### src/rtl/binary_mul_share_arb_if.sv
// Requester/response bundle for binary_mul_share_arb.
//
// Purpose: groups the two request channels and the shared response channel
// between the client blocks (master) and the multiplier arbiter (slave).
//
// Signals:
//   req0_valid/req0_a/req0_b  master -> slave  requester 0 operation
//   req0_ready                slave  -> master requester 0 accepted this cycle
//   req1_*                    same, requester 1
//   rsp0_valid/rsp1_valid     slave  -> master result present for requester 0/1
//   rsp_p                     slave  -> master product, shared by both channels
//   rsp_ready                 master -> slave  response consumed
interface binary_mul_share_arb_if #(
  parameter int unsigned W_AB = 3,
  parameter int unsigned W_P  = 5
);
  logic            req0_valid;
  logic [W_AB-1:0] req0_a;
  logic [W_AB-1:0] req0_b;
  logic            req0_ready;
  logic            req1_valid;
  logic [W_AB-1:0] req1_a;
  logic [W_AB-1:0] req1_b;
  logic            req1_ready;
  logic            rsp0_valid;
  logic            rsp1_valid;
  logic [W_P-1:0]  rsp_p;
  logic            rsp_ready;

  modport master (
    output req0_valid, req0_a, req0_b, req1_valid, req1_a, req1_b, rsp_ready,
    input  req0_ready, req1_ready, rsp0_valid, rsp1_valid, rsp_p
  );

  modport slave (
    input  req0_valid, req0_a, req0_b, req1_valid, req1_a, req1_b, rsp_ready,
    output req0_ready, req1_ready, rsp0_valid, rsp1_valid, rsp_p
  );
endinterface

### src/rtl/binary_mul_share_arb.sv
// Shares one pipelined signed array multiplier between two requesters.
//
// Purpose: arbitrates between two requesters, drives the multiplier operands from
// registers held stable for the whole LATENCY window, captures the product and
// returns it on the winner's response channel.
//
// Ports:
//   clk     clock, all state on rising edge
//   rst     asynchronous, active-high reset
//   bus     binary_mul_share_arb_if.slave: request channels 0/1, shared response
//   mul_a   registered operand A to multiplier
//   mul_b   registered operand B to multiplier
//   mul_en  high while an operation is in flight
//   mul_p   multiplier product
//
// Configuration: define MUL_ARB_FIXED_PRIO_EN to make requester 0 win every
// contention (no round-robin pointer). Default build is round-robin.
module binary_mul_share_arb #(
  parameter int unsigned W_AB    = 3,
  parameter int unsigned W_P     = 5,
  parameter int unsigned LATENCY = 4
) (
  input  logic                  clk,
  input  logic                  rst,
  binary_mul_share_arb_if.slave bus,
  output logic [W_AB-1:0]       mul_a,
  output logic [W_AB-1:0]       mul_b,
  output logic                  mul_en,
  input  logic [W_P-1:0]        mul_p
);

  localparam int unsigned CNT_W = (LATENCY > 1) ? $clog2(LATENCY) : 1;
  localparam logic [CNT_W-1:0] CNT_INIT = CNT_W'(LATENCY - 1);

  typedef enum logic [1:0] {StIdle, StBusy, StResp} state_t;

  state_t          state_q, state_d;
  logic [CNT_W-1:0] cnt_q, cnt_d;
  logic [W_AB-1:0] mul_a_q, mul_a_d;
  logic [W_AB-1:0] mul_b_q, mul_b_d;
  logic            owner_q, owner_d;
  logic [W_P-1:0]  rsp_p_q, rsp_p_d;
  logic            rsp0_valid_q, rsp0_valid_d;
  logic            rsp1_valid_q, rsp1_valid_d;

  logic accept;
  logic grant;  // 1: requester 1 wins, 0: requester 0 wins

  // Readies are forced low during reset so nothing is accepted while rst is high.
  assign accept = (state_q == StIdle) & ~rst & (bus.req0_valid | bus.req1_valid);

`ifdef MUL_ARB_FIXED_PRIO_EN
  // Requester 0 wins any contention.
  assign grant = bus.req1_valid & ~bus.req0_valid;
`else
  logic rr_ptr_q, rr_ptr_d;

  // Contention resolved by rr_ptr; a lone valid always wins.
  assign grant = bus.req1_valid & (~bus.req0_valid | rr_ptr_q);

  always_comb begin
    rr_ptr_d = rr_ptr_q;
    if (accept) begin
      rr_ptr_d = ~grant;
    end
  end

  always_ff @(posedge clk or posedge rst) begin
    if (rst) begin
      rr_ptr_q <= 1'b0;
    end else begin
      rr_ptr_q <= rr_ptr_d;
    end
  end
`endif

  assign bus.req0_ready = accept & ~grant;
  assign bus.req1_ready = accept & grant;

  always_comb begin
    state_d      = state_q;
    cnt_d        = cnt_q;
    mul_a_d      = mul_a_q;
    mul_b_d      = mul_b_q;
    owner_d      = owner_q;
    rsp_p_d      = rsp_p_q;
    rsp0_valid_d = rsp0_valid_q;
    rsp1_valid_d = rsp1_valid_q;
    unique case (state_q)
      StIdle: begin
        if (accept) begin
          mul_a_d = grant ? bus.req1_a : bus.req0_a;
          mul_b_d = grant ? bus.req1_b : bus.req0_b;
          owner_d = grant;
          cnt_d   = CNT_INIT;
          state_d = StBusy;
        end
      end
      StBusy: begin
        // Operands have been stable for LATENCY edges once cnt reaches zero.
        if (cnt_q == '0) begin
          rsp_p_d      = mul_p;
          rsp0_valid_d = ~owner_q;
          rsp1_valid_d = owner_q;
          state_d      = StResp;
        end else begin
          cnt_d = cnt_q - CNT_W'(1);
        end
      end
      StResp: begin
        if (bus.rsp_ready) begin
          rsp0_valid_d = 1'b0;
          rsp1_valid_d = 1'b0;
          state_d      = StIdle;
        end
      end
      default: state_d = StIdle;
    endcase
  end

  always_ff @(posedge clk or posedge rst) begin
    if (rst) begin
      state_q      <= StIdle;
      cnt_q        <= '0;
      mul_a_q      <= '0;
      mul_b_q      <= '0;
      owner_q      <= 1'b0;
      rsp_p_q      <= '0;
      rsp0_valid_q <= 1'b0;
      rsp1_valid_q <= 1'b0;
    end else begin
      state_q      <= state_d;
      cnt_q        <= cnt_d;
      mul_a_q      <= mul_a_d;
      mul_b_q      <= mul_b_d;
      owner_q      <= owner_d;
      rsp_p_q      <= rsp_p_d;
      rsp0_valid_q <= rsp0_valid_d;
      rsp1_valid_q <= rsp1_valid_d;
    end
  end

  assign mul_a          = mul_a_q;
  assign mul_b          = mul_b_q;
  assign mul_en         = (state_q == StBusy);
  assign bus.rsp_p      = rsp_p_q;
  assign bus.rsp0_valid = rsp0_valid_q;
  assign bus.rsp1_valid = rsp1_valid_q;

endmodule
### src/flat_wrapper.sv
// flat-port wrapper written by rule: the top's interface ports become plain ports
module binary_mul_share_arb_flat 
#(
  parameter int unsigned W_AB    = 3,
  parameter int unsigned W_P     = 5,
  parameter int unsigned LATENCY = 4
)
  (clk, rst, mul_a, mul_b, mul_en, mul_p, bus_req0_valid, bus_req0_a, bus_req0_b, bus_req1_valid, bus_req1_a, bus_req1_b, bus_rsp_ready, bus_req0_ready, bus_req1_ready, bus_rsp0_valid, bus_rsp1_valid, bus_rsp_p);
  binary_mul_share_arb_if #(.W_AB(W_AB), .W_P(W_P)) bus_i ();
  input  logic clk;
  input  logic rst;
  output logic [W_AB-1:0] mul_a;
  output logic [W_AB-1:0] mul_b;
  output logic mul_en;
  input  logic [W_P-1:0] mul_p;
  input wire logic [$bits(bus_i.req0_valid)-1:0] bus_req0_valid;
  input wire logic [$bits(bus_i.req0_a)-1:0] bus_req0_a;
  input wire logic [$bits(bus_i.req0_b)-1:0] bus_req0_b;
  input wire logic [$bits(bus_i.req1_valid)-1:0] bus_req1_valid;
  input wire logic [$bits(bus_i.req1_a)-1:0] bus_req1_a;
  input wire logic [$bits(bus_i.req1_b)-1:0] bus_req1_b;
  input wire logic [$bits(bus_i.rsp_ready)-1:0] bus_rsp_ready;
  output wire logic [$bits(bus_i.req0_ready)-1:0] bus_req0_ready;
  output wire logic [$bits(bus_i.req1_ready)-1:0] bus_req1_ready;
  output wire logic [$bits(bus_i.rsp0_valid)-1:0] bus_rsp0_valid;
  output wire logic [$bits(bus_i.rsp1_valid)-1:0] bus_rsp1_valid;
  output wire logic [$bits(bus_i.rsp_p)-1:0] bus_rsp_p;
  assign bus_i.req0_valid = bus_req0_valid;
  assign bus_i.req0_a = bus_req0_a;
  assign bus_i.req0_b = bus_req0_b;
  assign bus_i.req1_valid = bus_req1_valid;
  assign bus_i.req1_a = bus_req1_a;
  assign bus_i.req1_b = bus_req1_b;
  assign bus_i.rsp_ready = bus_rsp_ready;
  assign bus_req0_ready = bus_i.req0_ready;
  assign bus_req1_ready = bus_i.req1_ready;
  assign bus_rsp0_valid = bus_i.rsp0_valid;
  assign bus_rsp1_valid = bus_i.rsp1_valid;
  assign bus_rsp_p = bus_i.rsp_p;
  binary_mul_share_arb #(.W_AB(W_AB), .W_P(W_P), .LATENCY(LATENCY)) u_core (.clk(clk), .rst(rst), .bus(bus_i), .mul_a(mul_a), .mul_b(mul_b), .mul_en(mul_en), .mul_p(mul_p));
endmodule
### config.mk
export PLATFORM = sky130hd
export DESIGN_NAME = binary_mul_share_arb_flat
export DESIGN_NICKNAME = d
export VERILOG_FILES = /design/src/rtl/binary_mul_share_arb_if.sv /design/src/rtl/binary_mul_share_arb.sv /design/src/flat_wrapper.sv
export SDC_FILE = /design/constraint.sdc
export NUM_CORES = 1
export LEC_CHECK = 0
export ABC_CLOCK_PERIOD_IN_PS = 2400
export CAP_MARGIN = 10
export CORE_MARGIN = 2
export CORE_UTILIZATION = 25
export CTS_BUF_LIST = sky130_fd_sc_hd__clkbuf_4 sky130_fd_sc_hd__clkbuf_8
export DETAILED_ROUTE_END_ITERATION = 12
export PLACE_DENSITY = 0.56
export SLEW_MARGIN = 10
export SYNTH_ARGS = -nofsm -noshare
export SYNTH_HDL_FRONTEND = slang
export SYNTH_SLANG_ARGS = --single-unit
### constraint.sdc
create_clock -name clk -period 2.4 [get_ports clk]
set_clock_uncertainty 0.05 [all_clocks]
set_input_delay 0.72 -clock clk [delete_from_list [all_inputs] [get_ports clk]]
set_output_delay 0.72 -clock clk [all_outputs]
set_load 0.01 [all_outputs]
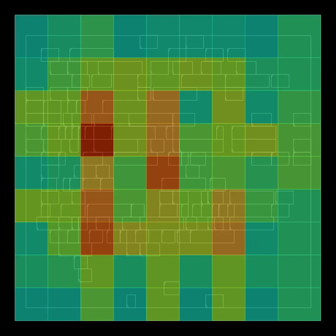
*Routing congestion map, run 1*
DR WL/cell: 11.8 um
fin util: 41.4%

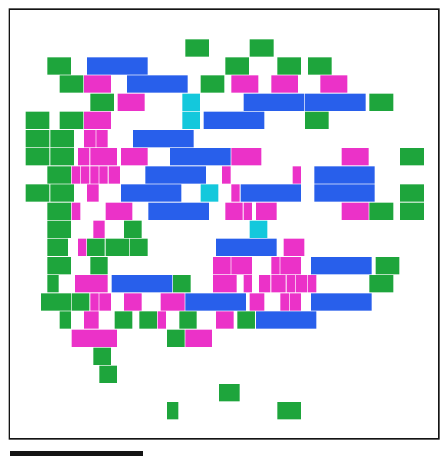
*Placement by cell class, run 1*
The bar under the picture is 20 um long.
flip-flops: shown in blue, cells 19, share of their area 35%. all other logic: shown in magenta, cells 55, share of their area 29%. other buffers and delay cells: shown in green, cells 50, share of their area 33%. clock drivers and dummy loads: shown in cyan, cells 4, share of their area 2.2%.

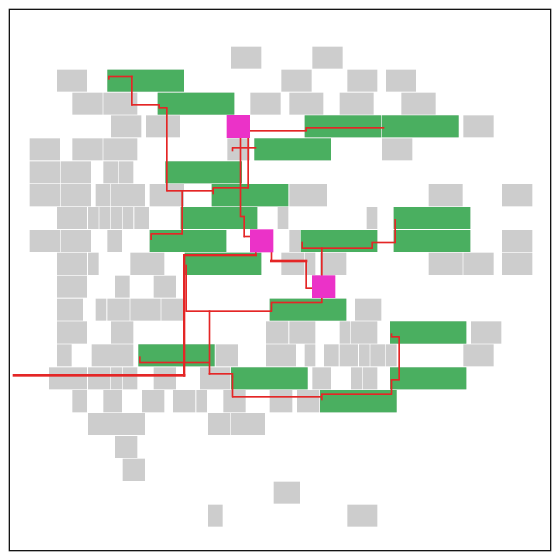
*Routed clock nets over the placement, run 1*
clock wires: shown in red, length 235 um. cells driving clock nets: shown in magenta, count 3. flip-flops: shown in green, count 19.
There are 4 routed clock nets.

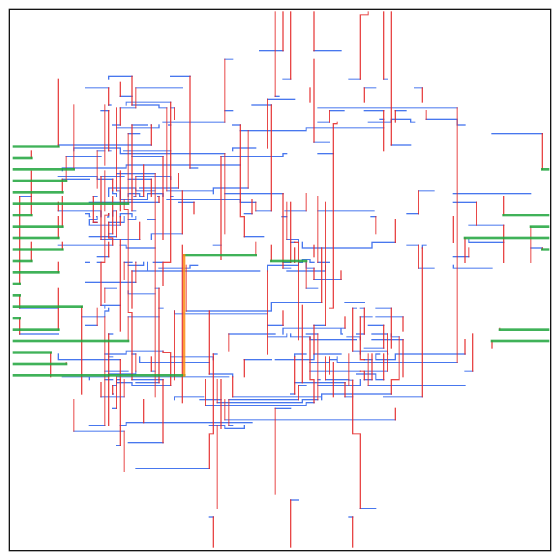
*Signal wires by layer, run 1*
met4: shown in orange, wire length 14.3 um. met1: shown in blue, wire length 878 um. met2: shown in red, wire length 989 um. met3: shown in green, wire length 170 um.
final WL: 2050 um
GRT Total Usage: 11.1%
routed via count: 796

==> changes_impl.md, run 1 <==
## Flow update

* Setup Buffers After CTS at 1
* Root Buffer: clkbuf_4
* Sequential element share of the synthesized area at 52.6%
* Placed Cells at 169
* Pwr Total at 1.59 mW
* Top cells excl fill/tap: clkdlybuf4s50_1, dfrtp_1, buf_4
* GR met2 Demand/Resource at 18.4%
* Sinks on Clock Net at 19
* Crit Path Max Fanout at 2
* Yosys warnings at 0
* CTS max path bufs at 2
* Yosys stat chip area at 905 um2
* PnR worst setup slack at 56.7 ps
* FP Rows at 21
* # setup viols final at 0
* Hold Crit Class: reg2reg
* Met2 WL at 988 um
* Design Area, Final at 1410 um2
* Worst Min Path Start: u_core.owner_q
* DP Worst Slack at -689 ps
* Switching pwr at 0.534 mW
* Crit. End Element: output port
* Main flop type: dfrtp_1
* Area Growth Syn to Fin at 56.3%
* Inserted Clock Buffers at 3
* Inverters at 4
* First-pass GRT wire length at 3480 um
* Post-synth top cells: dfrtp_1, nand2_1, a221o_2, nor3_1, mux2_2
* Cell area leaders: dfrtp_1, a221o_2, mux2_2
* Cell mode on critical path: buf_2
* Clock Power at 0.171 mW
* Area fraction in compound gates at 14.1%
* Basic Gates by Area at 17.2%
* Min cycle time layout at 2340 ps
* Number of logic gates at 51
* Syn Nets at 103
* DRC at 0
* Flop count at 19
* Initial antenna violation count at 0
* CTS tree: built
* Comb gate area at 383 um2
* Max Freq at 0.427 GHz
* GRT Max-Usage Layer: met2
* # resized after CTS at 17
* Fp util at 26.5%
* CP Class: in2out
* Yosys Instances at 80
* Pins Over Slew Limit at 0
* Layout Cells excl Fill at 174
* Final hold vios at 0
* Number of enable flip-flop cells at 0
* 1st-iter DRT viols at 21
* Seq pwr at 0.568 mW
* CP arrival at 1570 ps
* CP max stage cell: or3_4
* Mean Syn Cell Area at 11.3 um2
* Share of cells above drive strength 1 at 28.1%
* Critical path required time at 1630 ps
* Comb pwr at 0.846 mW
* Distinct lib cells at 28
* DRT Pass-1 Iters at 4
* Worst slew pin tran at 255 ps
* Dominant combinational family: simple AND/OR/NAND/NOR gates
* Mux frac, synth at 7.33%
* Global route total overflow at 0
* H-tree levels at 1
* Crit. path cell count at 4
* Tool warnings at 26
* Final Cycle Share at 97.6%
* Worst Setup EP: bus_req1_ready
* Seq/total area at 33.6%
* Max_cap viols at 0
* Largest register FFs at 5
* Wl on met1 at 877 um
* Reg2reg start: u_core.state_q[0]
* Outcome: finished clean
* Die X at 64.2 um
* Delay-heaviest family, CP: simple AND/OR/NAND/NOR gates
* Fraction of area in multi-input gates at 27.1%
* Die area at 4120 um2
* I/O Buffers at 37
* Static Leak at 0.645 nW
* Registers, synthesis at 19
* Final Hold Slack at 447 ps
* Reg2reg end: u_core.mul_a[2]
### Floorplan with the power grid, run 1

The bar under the picture is 20 um long. Pins as bars on the die edge. Tap cells in grey.
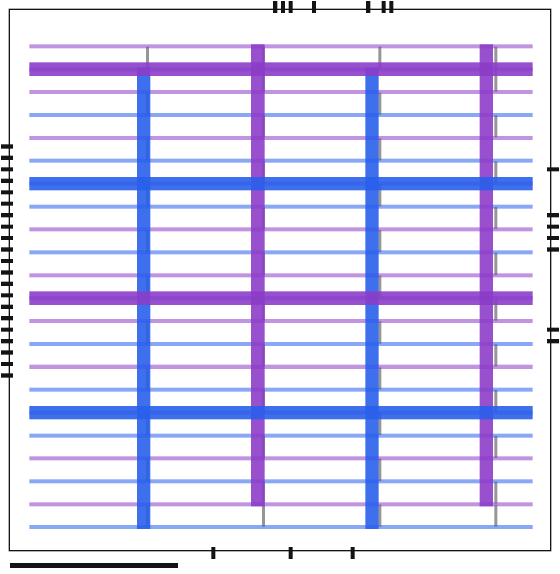

--- run 2 (diff from run 1) ---
--- a/config.mk
+++ b/config.mk
@@ -12,6 +12,7 @@
 export CTS_BUF_LIST = sky130_fd_sc_hd__clkbuf_4 sky130_fd_sc_hd__clkbuf_8
 export DETAILED_ROUTE_END_ITERATION = 12
 export PLACE_DENSITY = 0.56
+export REMOVE_ABC_BUFFERS = 1
 export SLEW_MARGIN = 10
 export SYNTH_ARGS = -nofsm -noshare
 export SYNTH_HDL_FRONTEND = slang
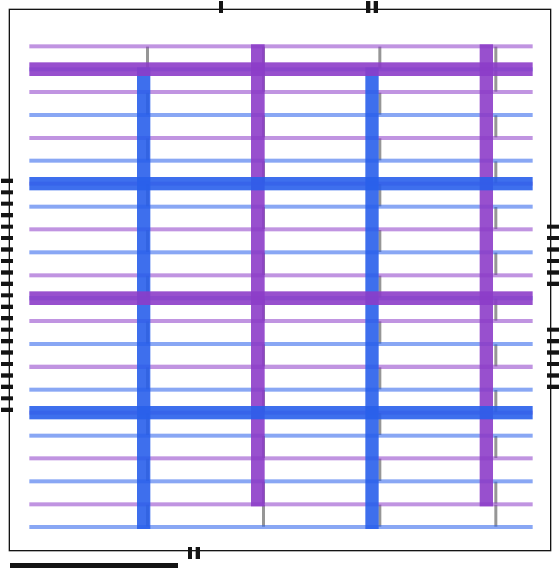
*Floorplan with the power grid, run 2*
The bar under the picture is 20 um long. Pins as bars on the die edge. Tap cells in grey.
VDD: shown in purple. VSS: shown in blue.
4 straps on met5. 22 met1 rails follow the rows. 46 tap cells. 4 straps on met4.
peak supply drop: 380 uV
Core ar.: 3420 um2
Die X: 64.2 um
chip height: 64.2 um

==> changes_impl.md, run 2 <==
## Flow update

* Top cells excl fill/tap: clkdlybuf4s50_1, dfrtp_1, nand2_1
* Dominant combinational family: simple AND/OR/NAND/NOR gates
* Flop pwr share at 36.1%
* Initial antenna violation count at 0
* Crit. End Element: output port
* Area Growth Syn to Fin at 54.5%
* Basic Gates by Area at 17.2%
* Yosys warnings at 0
* Yosys stat chip area at 905 um2
* Pwr Total at 1.58 mW
* Worst slew pin tran at 265 ps
* Mux frac, synth at 7.33%
* Comb gate area at 383 um2
* Met2 WL at 1020 um
* DP Worst Slack at -669 ps
* H-tree levels at 1
* Critical path required time at 1630 ps
* Inverters at 4
* Clock Power at 0.165 mW
* GRT Total Usage at 12.3%
* Seq pwr at 0.570 mW
* FP Rows at 21
* Sequential element share of the synthesized area at 52.6%
* Final hold vios at 0
* Placed Cells at 167
* Sinks on Clock Net at 19
* Layout Cells excl Fill at 171
* DRC at 0
* Fin util at 40.9%
* Final Hold Slack at 419 ps
* Root Buffer: clkbuf_4
* Max_cap viols at 0
* Reg2reg end: u_core.mul_a[2]
* Final WL at 2120 um
* Cell mode on critical path: buf_2
* Distinct lib cells at 28
* Tool warnings at 26
* CP arrival at 1520 ps
* Area fraction in compound gates at 14.1%
* GRT Max-Usage Layer: met2
* DR WL/cell at 12.4 um
* Number of logic gates at 51
* Share of cells above drive strength 1 at 26.4%
* Hold Crit Class: in2async
* First-pass GRT wire length at 3950 um
* Die area at 4120 um2
* PnR worst setup slack at 108 ps
* Switching pwr at 0.531 mW
* Final Cycle Share at 95.5%
* Registers, synthesis at 19
* Pins Over Slew Limit at 0
* Routed via count at 769
* GR met2 Demand/Resource at 20.8%
* Reg2reg start: u_core.state_q[0]
* Crit. path cell count at 4
* CP max stage cell: or3_4
* DRT Pass-1 Iters at 3
* Wl on met1 at 908 um
* CP Class: in2out
* Fp util at 26.5%
* Design Area, Final at 1400 um2
* Seq/total area at 34.0%
* Main flop type: dfrtp_1
* Global route total overflow at 0
* # resized after CTS at 14
* Cell area leaders: dfrtp_1, a221o_2, mux2_2
* Largest register FFs at 5
* Outcome: finished clean
* Crit Path Max Fanout at 2
* I/O Buffers at 37
* CTS tree: built
* CTS max path bufs at 2
* Worst Setup EP: bus_req1_ready
* Number of enable flip-flop cells at 0
* Max Freq at 0.436 GHz
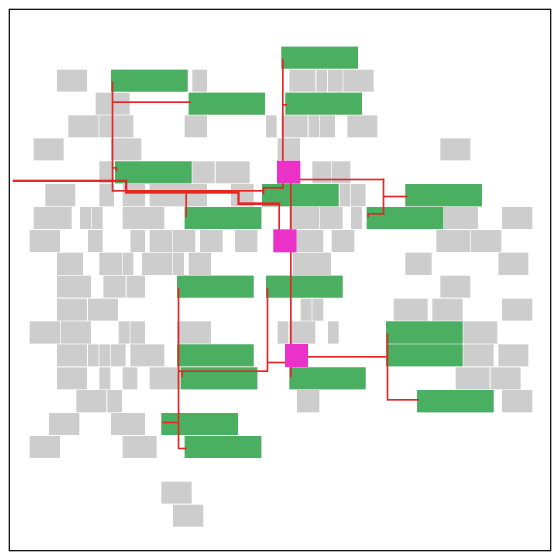
*Routed clock nets over the placement, run 2*
cells driving clock nets: shown in magenta, count 3. clock wires: shown in red, length 214 um. flip-flops: shown in green, count 19.
There are 4 routed clock nets.

Power is estimated from default activity; no workload was simulated.
